### The clock network

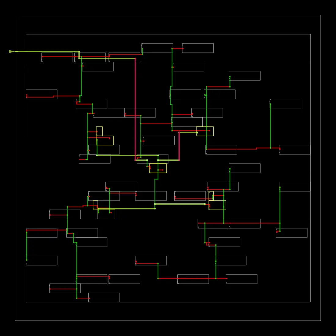
### Sizing map

Scale bar: 20 microns.
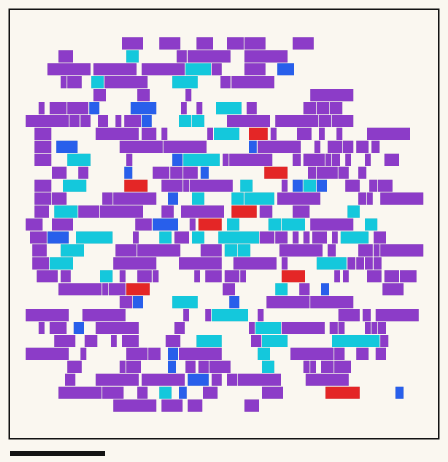
Design lane_align_ctrl, sky130hd; sources not shown.
==> flow_metrics.env <==
# source this file to load flow results
export IMPL_status="finished, final reports clean"
export IMPL_pwr_share_clk_pct=34.2
export IMPL_wl_met3_microns=220
export IMPL_tritoncts="built"
export IMPL_mostFrequentLayoutCells="47 x dfrtp_1, 31 x nor2_1, 20 x buf_4, 12 x dlygate4sd2_1, 12 x dlymetal6s2s_1"
export IMPL_power_leader="registers"
export IMPL_drt_pre_antenna_iters=4
export IMPL_nets=327
export IMPL_yosys_top_cells_area="dfrtp_1 46%, ha_1 5.9%, mux2_4 4.7%, nor2_1 4.7%, mux2i_1 3.5%"
export IMPL_core_sq_um=6600
export IMPL_logic_family="simple AND/OR/NAND/NOR gates"
export IMPL_grt_max_degree=28
export IMPL_drtAntennaViolNets=0
export IMPL_wl_met2_mm=2.52
export IMPL_routed_top_layer="met4"
export IMPL_htreeDepth=2
export IMPL_gr_max_usage_layer="met2"
export IMPL_peakVddDrop_mv=0.246
export IMPL_pg_seq_mw=1.01
export IMPL_final_nonclk_buf_share_pct=17.7
export IMPL_routed_wl_mm=5.57
export IMPL_ys_sh_xor_pct=2.76
export IMPL_slowest_delay_ps=300
export IMPL_grt_pass1_vias=1896
export IMPL_combPwrFrac_pct=7.5
export IMPL_fp_dieH_microns=90.0
export IMPL_synth_seq_area_share_pct=46.3
export IMPL_drt_met1_wl_mm=2.80
export IMPL_slew_violations=0
export IMPL_power_density_nw_per_um2=515
export IMPL_syn_area_sq_um=2540
export IMPL_p_leak_nw=1.77
export IMPL_synthArstFlopShare_pct=100
export IMPL_route_detailed_drc=0
export IMPL_cts_max_path_buffers=2
export IMPL_path_class="primary input to flop"
export IMPL_nClkBuffers=7
export IMPL_crit_chain="dlygate4sd2_1, and4bb_2, nand4_4, o211a_4, buf_8, mux2_4"
export IMPL_lay_top_count="dfrtp_1"
export IMPL_syn_avg_cell_area_sq_um=11.0
export IMPL_use_met1_pct=20.3
export IMPL_grt_overflow=0
export IMPL_fmax_mhz=537
export IMPL_logic_area_sq_um=1380
export IMPL_worst_path_max_delay_cell="mux2_4"
export IMPL_gp_congestion=0.755
export IMPL_ys_area_sq_um=2540
export IMPL_hold_viol=0
export IMPL_synth_edff_count=0
export IMPL_grtUsageMet3_pct=4.26
export IMPL_placed_area_sq_um=3050
export IMPL_io_pin_count=39
export IMPL_cp_end_kind="flop"
export IMPL_ys_flop_type="dfrtp_1"
export IMPL_startpoint_type="primary input"
export IMPL_maxCapViolCount=0
export IMPL_path_max_fanout=7
export IMPL_top_cell="dfrtp_1"
export IMPL_crit_buf_inv=2
export IMPL_antenna_cells_inserted=0
export IMPL_path_depth=6
export IMPL_whs_ps=87.1
export IMPL_power_internal_mw=1.32
export IMPL_fillers=639
export IMPL_post_cts_buffers=10
export IMPL_fin_setup_tns_ps=0
export IMPL_setup_violations=0
export IMPL_sh_seq_area_pct=34.8
export IMPL_common_cells="47 x dfrtp_1, 32 x nor2_1, 16 x nand2_1"
-- 'The clock network' (at the start) --
P_clk: 595 uW
seq_cells: 47
Inserted Clock Buffers: 5
clk sinks: 47

-- 'Sizing map' (at the start) --
| colour | size | cells | share |
|---|---|---|---|
| purple | x1 and smaller | 222 | 75% |
| red | x6 and larger | 8 | 2.7% |
| cyan | x3 and x4 | 43 | 15% |
| blue | x2 | 23 | 7.8% |
Final Cell Area: 3380 sq um
area grow syn2layout: 33.1%
setup ws final: 38.0 ps
Plain + repair buffers: 65

Power is estimated from default activity; no workload was simulated.
